File: src/rtl/display_scroller.sv
// Right-to-left hex message scroller for NDIGITS active-low seven-segment digits.
// Define DISPLAY_SCROLL_LOOP_EN to repeat the message (with one blank gap) until abort/reset.
module display_scroller #(
   parameter int DEPTH   = 16,
   parameter int NDIGITS = 4
) (
   input  logic                       clk,
   input  logic                       reset,
   input  logic                       en,
   input  logic                       load_valid,
   output logic                       load_ready,
   input  logic [4*DEPTH-1:0]         load_data,
   input  logic [$clog2(DEPTH+1)-1:0] load_len,
   input  logic                       abort,
   output logic                       busy,
   output logic                       done,
   output logic [7*NDIGITS-1:0]       hex_out
);

   localparam int LW = $clog2(DEPTH+1);
   localparam int CW = $clog2(DEPTH+NDIGITS+1);
   localparam logic [6:0] BLANK = 7'h7F;

   typedef enum logic {IDLE, SCROLL} state_t;

   function automatic logic [6:0] seg7(input logic [3:0] n);
      case (n)
         4'h0:    seg7 = 7'h40;
         4'h1:    seg7 = 7'h79;
         4'h2:    seg7 = 7'h24;
         4'h3:    seg7 = 7'h30;
         4'h4:    seg7 = 7'h19;
         4'h5:    seg7 = 7'h12;
         4'h6:    seg7 = 7'h02;
         4'h7:    seg7 = 7'h78;
         4'h8:    seg7 = 7'h00;
         4'h9:    seg7 = 7'h10;
         4'hA:    seg7 = 7'h08;
         4'hB:    seg7 = 7'h03;
         4'hC:    seg7 = 7'h46;
         4'hD:    seg7 = 7'h21;
         4'hE:    seg7 = 7'h06;
         default: seg7 = 7'h0E;
      endcase
   endfunction

   state_t             state;
   logic               en_d;
   logic               tick;
   logic [4*DEPTH-1:0] msg;
   logic [LW-1:0]      len_q;
   logic [LW-1:0]      len_clamped;
   logic [CW-1:0]      len_ext;
   logic [CW-1:0]      idx;
   logic [3:0]         nib;
   logic [6:0]         next_digit;

   assign tick        = en & ~en_d;
   assign len_clamped = (load_len > LW'(DEPTH)) ? LW'(DEPTH) : load_len;
   assign len_ext     = CW'(len_q);

   always_comb begin
      nib = 4'h0;
      for (int k = 0; k < DEPTH; k++)
         if (idx == CW'(k)) nib = msg[4*k +: 4];
   end

   assign next_digit = (idx < len_ext) ? seg7(nib) : BLANK;

   // NOTE: en_d follows en even during reset, so a level held across reset is not an edge.
   always_ff @(posedge clk) en_d <= en;

   // NOTE: the message buffer is deliberately unreset; it is only read after an accept fills it.
   always_ff @(posedge clk)
      if (load_valid && load_ready) msg <= load_data;

   // idx doubles as the step count: one increment per tick from the accept onwards.
   always_ff @(posedge clk) begin
      if (reset) begin
         state      <= IDLE;
         load_ready <= 1'b1;
         busy       <= 1'b0;
         done       <= 1'b0;
         hex_out    <= {NDIGITS{BLANK}};
         idx        <= '0;
         len_q      <= '0;
      end else begin
         done <= 1'b0;
         if (abort) begin
            state      <= IDLE;
            load_ready <= 1'b1;
            busy       <= 1'b0;
            hex_out    <= {NDIGITS{BLANK}};
            idx        <= '0;
         end else begin
            case (state)
               IDLE: begin
                  if (load_valid && load_ready) begin
                     len_q <= len_clamped;
                     idx   <= '0;
                     if (len_clamped == '0) begin
                        done <= 1'b1;
                     end else begin
                        state      <= SCROLL;
                        load_ready <= 1'b0;
                        busy       <= 1'b1;
                     end
                  end
               end
               SCROLL: begin
                  if (tick) begin
                     hex_out <= {hex_out[7*NDIGITS-8:0], next_digit};
`ifdef DISPLAY_SCROLL_LOOP_EN
                     idx <= (idx < len_ext) ? idx + CW'(1) : '0;
`else
                     idx <= idx + CW'(1);
                     if (idx + CW'(1) == len_ext + CW'(NDIGITS)) begin
                        state      <= IDLE;
                        busy       <= 1'b0;
                        load_ready <= 1'b1;
                        done       <= 1'b1;
                     end
`endif
                  end
               end
               default: state <= IDLE;
            endcase
         end
      end
   end

endmodule

File: config.mk
export PLATFORM = sky130hd
export DESIGN_NAME = display_scroller
export DESIGN_NICKNAME = d
export VERILOG_FILES = /design/src/rtl/display_scroller.sv
export SDC_FILE = /design/constraint.sdc
export NUM_CORES = 1
export LEC_CHECK = 0
export ABC_CLOCK_PERIOD_IN_PS = 4890
export CAP_MARGIN = 20
export CORE_UTILIZATION = 55
export DETAILED_ROUTE_END_ITERATION = 7
export GPL_ROUTABILITY_DRIVEN = 0
export PLACE_DENSITY = 0.95
export SLEW_MARGIN = 20
export SYNTH_ARGS = -nofsm -noshare
export SYNTH_HDL_FRONTEND = slang
export SYNTH_SLANG_ARGS = --single-unit
File: constraint.sdc
create_clock -name clk -period 4.89 [get_ports clk]
set_clock_uncertainty 0.1 [all_clocks]
set_input_delay 0.7335 -clock clk [delete_from_list [all_inputs] [get_ports clk]]
set_output_delay 0.7335 -clock clk [all_outputs]
set_load 0.01 [all_outputs]
run_1/floorplan.png
Scale bar: 20 um. Pins as bars on the die edge.
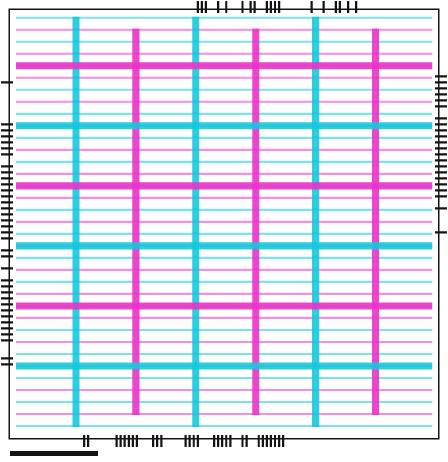
| net | colour |
|---|---|
| VSS | cyan |
| VDD | magenta |
met5 straps: 6
signal pins: 105
met1 rails: 35
met4 straps: 6
Die Span Y: 97.0 um
die width: 97.0 um

run_1/class_map.png
Scale bar: 20 um.
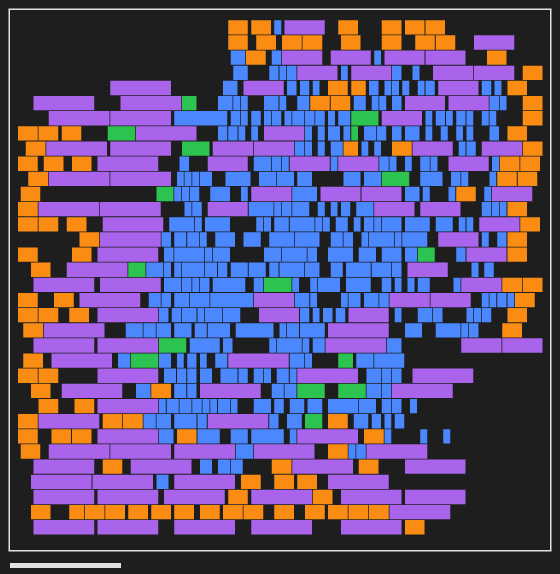
| class | colour | cells |
|---|---|---|
| registers | purple | 107 |
| clock drivers and dummy loads | green | 16 |
| remaining buffers and delay cells | orange | 107 |
| remaining logic cells | blue | 329 |
core area: 0.00872 mm^2
Finished Core Util: 71.1%
Seq area share: 44.9%
cell area after layout: 0.00620 mm^2

==> metrics.csv, run 1 <==
stage;metric;value;unit
die;FP Util;56.9;%
setup_path;type of the worst setup path;reg2reg;
finish;Storage cell area;0.00278;mm^2
logic_synthesis;Avg Inst Size Synth;10.8;um^2
global_routing;first-pass GRT wire length;19.0;mm
logic_synthesis;count leader, synth;nand2_1;
global_routing;gr usage total;25.2;%
finish;share of cells above drive strength 1;8.23;%
power_and_ir_drop;internal power;1270;uW
finish;nets;643;
power_and_ir_drop;Final Total Pwr;1670;uW
logic_synthesis;synthesis area per yosys;0.00496;mm^2
timing;Slew Limit Fails;0;
power_and_ir_drop;leakage power;0.00227;uW
placement;Placed Cells;651;
power_and_ir_drop;Flop pwr share;61.0;%
logic_synthesis;Post-synth EDFFs;64;
logic_synthesis;yosys warns;0;
drt;Highest Signal Layer;met4;
drt;WL met1;4.56;mm
clock_tree;Clock Path Buffers;2;
logic_synthesis;Post-synth ARST share;0;%
global_routing;GR Util met1;29.7;%
logic_synthesis;MUX area fraction;0.605;%
global_routing;antenna violations before repair;0;
clock_tree;Clock Pin Slew Worst Setup and Hold Paths;0.10;ns
placement;HPWL Detailed;8.43;mm
outcome;status;finished, final reports clean;
power_and_ir_drop;cell area power density;269;mW/mm^2
global_routing;GRT met3 Usage;5.49;%
global_routing;GR Layer Usage met2;45.2;%
power_and_ir_drop;Switching Share;23.7;%
timing;count of final hold-check violations;0;
placement;port buffer count;104;
finish;most numerous logic cells after layout;104 x clkdlybuf4s50_1, 73 x nand2_1, 64 x edfxtp_1, 43 x dfxtp_1, 26 x nand3_1;
logic_synthesis;Synth Cell Area;0.00496;mm^2
logic_synthesis;Max-area cell share;38.7;%
finish;fill cell count;596;
finish;Area growth, synth to finish;25.1;%
run_1/clock_wires.png
Scale bar: 20 um.
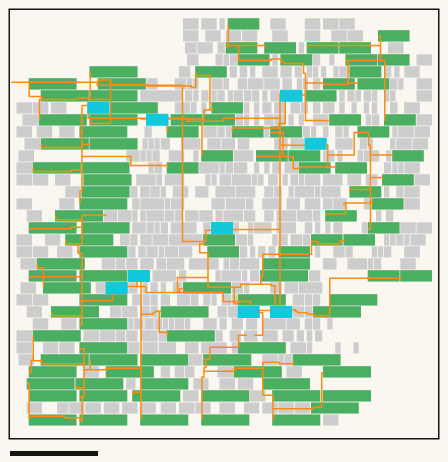
[clock wires] orange | length: 1120 um
[clock-net drivers] cyan | count: 9
[flip-flops] green | count: 107
routed clock nets: 10
Clk pwr share: 29.7%
Late-Pin Clk Latency: 0.37 ns

run 1: cell families (layout without fill, tap and decap cells):
family / count (synthesis) / after routing
flops: 107 / 107
simple gates: 179 / 179
fa+ha+maj: 15 / 15
xor+xnor: 8 / 8
compound gates: 106 / 106
buf+inv: 42 / 141
mux: 3 / 3
run 1: flip-flops by register name, summed over array words and instances, names as in the netlist:
name	cells
done	1
len_ext	5
load_ready	1
msg	64
hex_out	28
busy	1
state	1
en_d	1
idx	5
run 1: stage by stage:
stage / setup WS, ns / hold slack (ns)
2_1_floorplan: 1.61 / 0.330
3_3_place_gp: 1.43 / 0.349
3_5_place_dp: 1.24 / 0.353
4_1_cts: 1.20 / 0.367
5_1_grt: 0.921 / 0.404
6_report: 1.14 / 0.366
run 1: path summary, 6_finish.rpt:
check                      startpoint                 endpoint  slack [ns]  cells past startpoint
setup / recovery  idx[1]$_SDFFE_PP0P_  hex_out[3]$_SDFFE_PP1P_        1.14                     11
hold / removal      busy$_SDFFE_PP0P_        busy$_SDFFE_PP0P_        0.37                      2
setup reg to reg  idx[1]$_SDFFE_PP0P_  hex_out[3]$_SDFFE_PP1P_        1.14                     11
hold reg to reg     busy$_SDFFE_PP0P_        busy$_SDFFE_PP0P_        0.37                      2
run 1: power by group through the flow:
stage	sequential, uW	clock [uW]	combinational, uW
after floorplan	1030	0	69.1
after global placement	1040	0	148
after detailed placement	1040	0	154
after CTS	1020	497	155
after global routing	1020	535	168
final	1020	496	155
run 1: worst max-delay path, delay by kind of cell, from the launching register on:
family,cells,cell delay (ns)
adders and majority gates,3,1.44
DFF,1,0.45
buffers and inverters,1,0.16
and+or+nand+nor,1,0.25
AOI/OAI and AO/OA,5,1.07
muxes,1,0.16
==> inputs of run 2 (changes only) <==
- ABC_CLOCK_PERIOD_IN_PS: 4890 -> 3500
- CORE_UTILIZATION: 55 -> 51
- PLACE_DENSITY: 0.95 -> 0.91
- clock period: 4.89 -> 3.5 ns (I/O delays scaled with it)
==> run 2 against run 1 <==
Net effect:
- synthesized cell count unchanged
- routed wire length is 7.5% lower
- hold slack better by 0.0031 ns
- worst setup slack got worse by 0.93 ns
- first-iteration DRC count decreased by 45%
- sequential power rose by 39%
- combinational power increased by 41%
- via count shrank 3.5%
- critical endpoint unchanged
- non-clock buffer count increased by 6
- sequential share of layout area down 0.68 points
- utilization down 3.6 points
==> metrics.csv, run 2 <==
stage;metric;value;unit;change
finish;nets;649;;was 643
job;max_cap viols;0;;unchanged
setup_path;Critical Path Source;idx[1]$_SDFFE_PP0P_;;unchanged
worst_hold_path;Hold Crit Start;busy$_SDFFE_PP0P_;;unchanged
global_routing;antenna violations before repair;0;;unchanged
setup_path;Reg2Reg Launch Point;idx[1]$_SDFFE_PP0P_;;unchanged
finish;most numerous logic cells after layout;104 x clkdlybuf4s50_1, 73 x nand2_1, 64 x edfxtp_1, 43 x dfxtp_1, 26 x nand3_1;;unchanged
die;die width;101;um;was 97.0 um
global_routing;first-pass GRT wire length;17.7;mm;was 19.0 mm
finish;max reg flops;64;;unchanged
finish;Ant. Diodes;0;;unchanged
die;FP Util;53.2;%;was 56.9%
clock_tree;Clock Pin Slew Worst Setup and Hold Paths;0.10;ns;about the same
timing;Hold WS;0.369;ns;was 0.366 ns
logic_synthesis;yosys warns;0;;unchanged
outcome;status;finished, final reports clean;;unchanged
logic_synthesis;Post-synth EDFFs;64;;unchanged
logic_synthesis;Synth Cell Area;0.00496;mm^2;unchanged
job;OpenROAD warning count;32;;unchanged
setup_path;CP Max Fanout;7;;was 24
timing;setup TNS;0;ns;unchanged
die;Die Span Y;101;um;was 97.0 um
logic_synthesis;synthesis area per yosys;0.00496;mm^2;unchanged
global_routing;vias in the first global route;3834;;was 4032
finish;Largest Register;msg;;unchanged
setup_path;Largest delay share family, worst path;AND-OR/OR-AND gates;;was adder cells
power_and_ir_drop;leakage power;0.00233;uW;was 0.00227 uW
timing;count of final hold-check violations;0;;unchanged
worst_hold_path;HP Class;reg2reg;;unchanged
logic_synthesis;Post-synth ARST share;0;%;unchanged
setup_path;type of the worst setup path;reg2reg;;unchanged
clock_tree;Late-Pin Clk Latency;0.37;ns;about the same
finish;largest registers;msg (64), hex_out (28);;unchanged
logic_synthesis;count leader, synth;nand2_1;;unchanged
die;core area;0.00933;mm^2;was 0.00872 mm^2
placement;HPWL Detailed;7.77;mm;was 8.43 mm
logic_synthesis;Avg Inst Size Synth;10.8;um^2;unchanged
timing;Slew Limit Fails;0;;unchanged
setup_path;CP Buf/Inv Count;2;;was 1
drt;drt drc;0;;unchanged
finish;Area growth, synth to finish;27.0;%;was 25.1%
logic_synthesis;Max-area cell share;38.7;%;unchanged
timing;Slew @ Worst Pin;0.630;ns;was 0.835 ns
placement;port buffer count;104;;unchanged
timing;min Tclk post-route;3.30;ns;was 3.75 ns
placement;pre-CTS setup slack;0.148;ns;was 1.24 ns
timing;setup ws final;0.205;ns;was 1.14 ns
finish;share of cells above drive strength 1;9.20;%;was 8.23%
clock_tree;Clock Path Buffers;2;;unchanged
[run 2: netlist changes by cell type in the layout (fill, tap and decap cells not counted), sizes merged]
cell	change
inv	+3
buf	+6
clkinv	-2
bufinv	+1
clkinvlp	-2
[run 2: kinds of logic (layout without fill, tap and decap cells)]
kind of cell	count (synthesis)	after routing	synth area share, %
simple gates	179	179	18.1
flops	107	107	56.1
compound gates	106	106	15.8
buf+inv	42	147	4.11
fa+ha+maj	15	15	3.78
xor+xnor	8	8	1.41
mux	3	3	0.605
[run 2: layer usage]
layer,wire (um),up-vias,global-route usage [%]
met4,281,0,8.81
met2,5320,165,39.6
met5,0,-,0
met1,4440,1802,26.5
li1,-,1854,-
met3,642,27,4.79
[run 2: area by class of cell]
cell class | count | area [um^2]
Tap cell | 129 | 161
Multi-Input combinational cell | 311 | 1980
Inverter | 18 | 67.6
Sequential cell | 107 | 2780
Clock inverter | 6 | 61.3
Timing Repair Buffer | 113 | 1120
Clock buffer | 10 | 128
Fill cell | 688 | 3030
[run 2: final timing paths]
check | depth (start not counted) | endpoint | slack, ns
hold reg to reg | 2 | busy$_SDFFE_PP0P_ | 0.37
setup / recovery | 11 | hex_out[3]$_SDFFE_PP1P_ | 0.20
hold / removal | 2 | busy$_SDFFE_PP0P_ | 0.37
setup reg to reg | 11 | hex_out[3]$_SDFFE_PP1P_ | 0.20
[run 2: stage by stage]
step                      instance area [um^2]  util (%)  power (uW)  cells
after floorplan                           4960         -        1540    460
after global placement                    6100      65.4        1650    677
after detailed placement                  6100      65.4        1660    677
after CTS                                 6290      67.4        2380    693
after global routing                      6300      67.5        2440    694
final                                     6300      67.5        2360    694
[run 2: report_power, final]
part / internal [uW] / switching, uW / leakage (uW)
clock network: 306 / 417 / 0.000102
registers: 1400 / 23.7 / 0.000969
logic: 120 / 98.1 / 0.00125
run_2/congestion_map.png
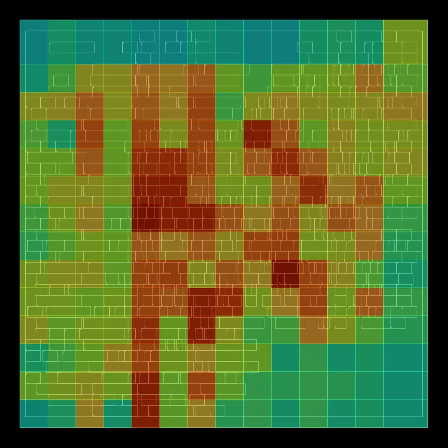
GR peak layer: met2
GR Layer Usage met2: 39.6%
Avg WL per Cell: 15.4 um
GRT met3 Usage: 4.79%
gr usage total: 22.3%

run_2/class_map.png
Scale bar: 20 um.
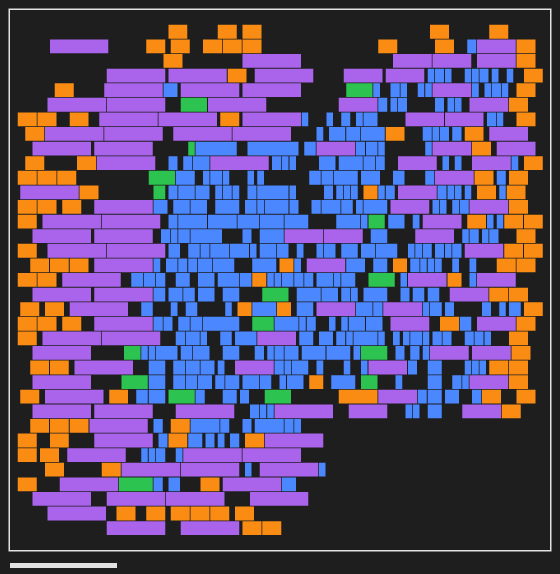
| class | colour | cells |
|---|---|---|
| remaining buffers and delay cells | orange | 113 |
| clock drivers and dummy loads | green | 16 |
| registers | purple | 107 |
| remaining logic cells | blue | 329 |

Power figures rest on the tool's default switching activity, not on a simulated workload.
